Figure 1. Cell sizes after repair.
Bar = 20 um.
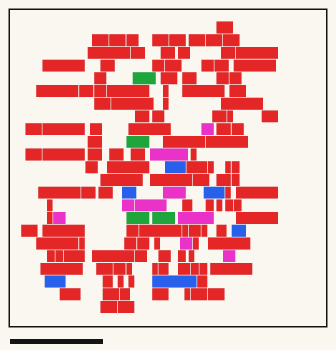
Figure 2. Pin map.
Bar = 20 um. Pins as bars across the die edge, other pins in grey.
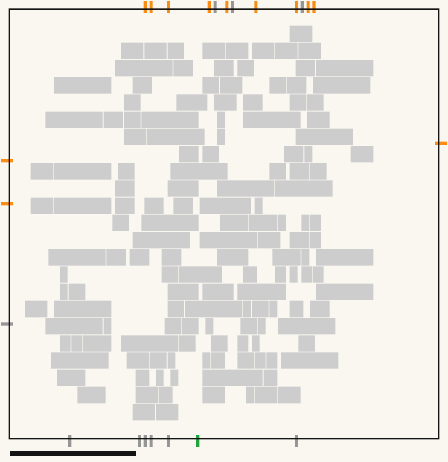
Figure 3. Placement by cell class.
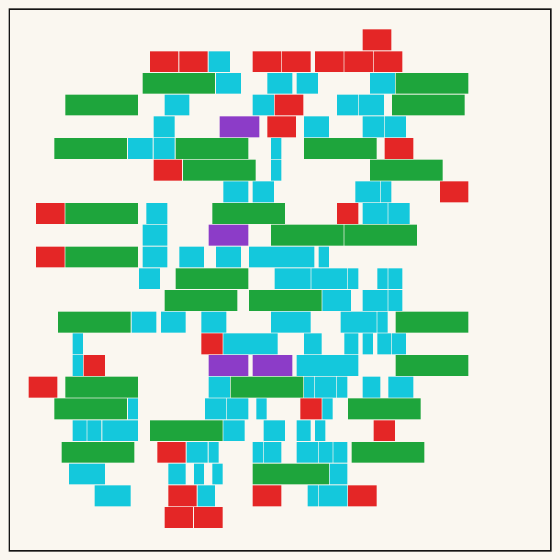
Figure 4. Placement view.
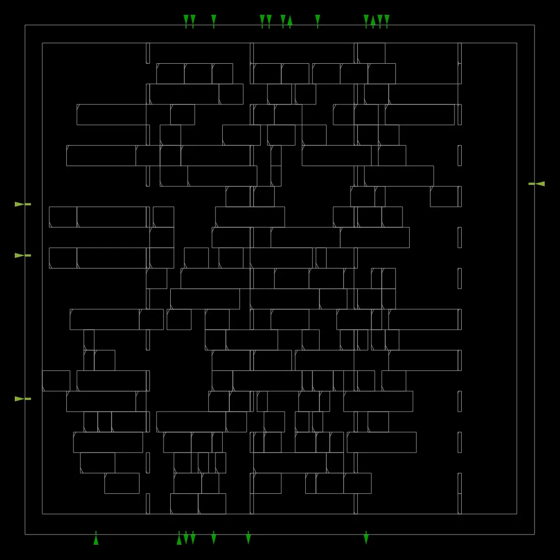
Figure 5. Routed metal, one colour a layer.
Bar = 20 um.
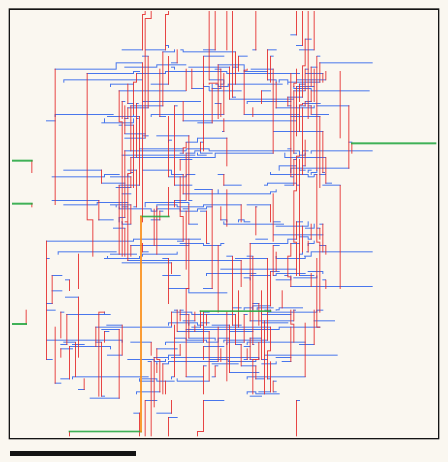
Design tub_dac_loader, sky130hd; sources not shown.
==> flow_metrics.env <==
# implementation run metrics
export IMPL_crit_cells=4
export IMPL_ys_sh_aoi_pct=24.3
export IMPL_timing_setup_tns_ns=0
export IMPL_ys_flop_type="dfrtp_1"
export IMPL_cap_violations=0
export IMPL_pg_comb_uw=37.9
export IMPL_p_seq_uw=492
export IMPL_max_stage_delay_ns=0.55
export IMPL_cts_tree="done"
export IMPL_initCoreUtil_pct=36.0
export IMPL_vdd_drop_max_mv=0.273
export IMPL_power_leader="registers"
export IMPL_final_comb_area_sq_um=624
export IMPL_largest_reg_flops=16
export IMPL_clock_area_share_pct=3.18
export IMPL_ys_cells=125
export IMPL_yosysSeqAreaShare_pct=49.4
export IMPL_min_period_ns=2.19
export IMPL_status="finished clean"
export IMPL_yosys_area_top_type="dfrtp_1"
export IMPL_grt_util_met1_pct=18.2
export IMPL_top_logic_kind="AND-OR/OR-AND gates"
export IMPL_synthesis_area_sq_um=1420
export IMPL_grt_busiest_layer="met2"
export IMPL_p_comb_share_pct=4.6
export IMPL_ant_nets=0
export IMPL_tool_warnings=26
export IMPL_hold_class="input pin to asynchronous set/reset pin"
export IMPL_rsz0062_at_grt="no"
export IMPL_topRoutingLayerUsed="met4"
export IMPL_p_sw_share_pct=19.7
export IMPL_nClkBuffers=4
export IMPL_drtIter0Drc=74
export IMPL_hold_viol_final=0
export IMPL_yosysUniqueCellTypes=36
export IMPL_chip_area_sq_um=4580
export IMPL_area_leaders="dfrtp_1 49%, o2bb2ai_1 8.0%, a22oi_1 6.9%, buf_6 3.2%, ha_1 2.6%"
export IMPL_pwr_share_clk_pct=36.4
export IMPL_htreeDepth=1
export IMPL_fmax_ghz=0.456
export IMPL_yosysWarnings=6
export IMPL_rr_worst_depth=6
export IMPL_cts_hold_fix_buffers=0
export IMPL_logic_gate_count=80
export IMPL_cts_root_buffer="clkbuf_8"
export IMPL_finalMaxSlewViolations=0
export IMPL_numCtsBuffers=3
export IMPL_buf_share_pct=14.9
export IMPL_cts_num_sinks=28
export IMPL_synthXorXnorAreaFrac_pct=0
export IMPL_finalPower_uw=832
export IMPL_largest_class="sequential cells"
export IMPL_worstSkewPairLatency_ns=0.27
export IMPL_grt_util_met2_pct=19.7
export IMPL_top_area_share_pct=49.4
export IMPL_inverters=8
export IMPL_firstDrtPassIters=4
export IMPL_pwr_share_seq_pct=59.1
export IMPL_switchingPower_uw=164
export IMPL_comb_area_share_pct=36.1
export IMPL_fa_ha_area_share_pct=2.65
export IMPL_setup_viol=0
export IMPL_fillers=355
## Picture notes: Figure 1
size	colour	cells	share
x1 and smaller	red	128	87%
x6 and larger	green	4	2.7%
x3 and x4	magenta	9	6.1%
x2	blue	6	4.1%
Area Growth Syn to Fin: 22.0%
fin area: 1730 sq um

## Picture notes: Figure 2
port	colour	pins	direction	edge
DATA	orange	12	input	9 top, 2 left, 1 right
DAC_LD_N	green	1	output	bottom
number of port buffers: 22
die height: 67.7 um
Chip Width: 67.7 um

## Picture notes: Figure 3
class	colour	cells
clock drivers and dummy loads	purple	4
registers	green	28
remaining buffers and delay cells	red	27
remaining logic cells	cyan	88
Final Util: 43.9%
floorplan row count: 23
Core ar.: 3940 sq um

## Picture notes: Figure 4
flip-flops: 28
Final Non-Filler Cells: 197

## Picture notes: Figure 5
layer	colour	wire length
M3	green	48.0 um
M4	orange	34.0 um
M1	blue	1290 um
M2	red	1350 um
DR vias: 1004
DR WL/cell: 13.8 um
GRT Total Usage: 13.2%

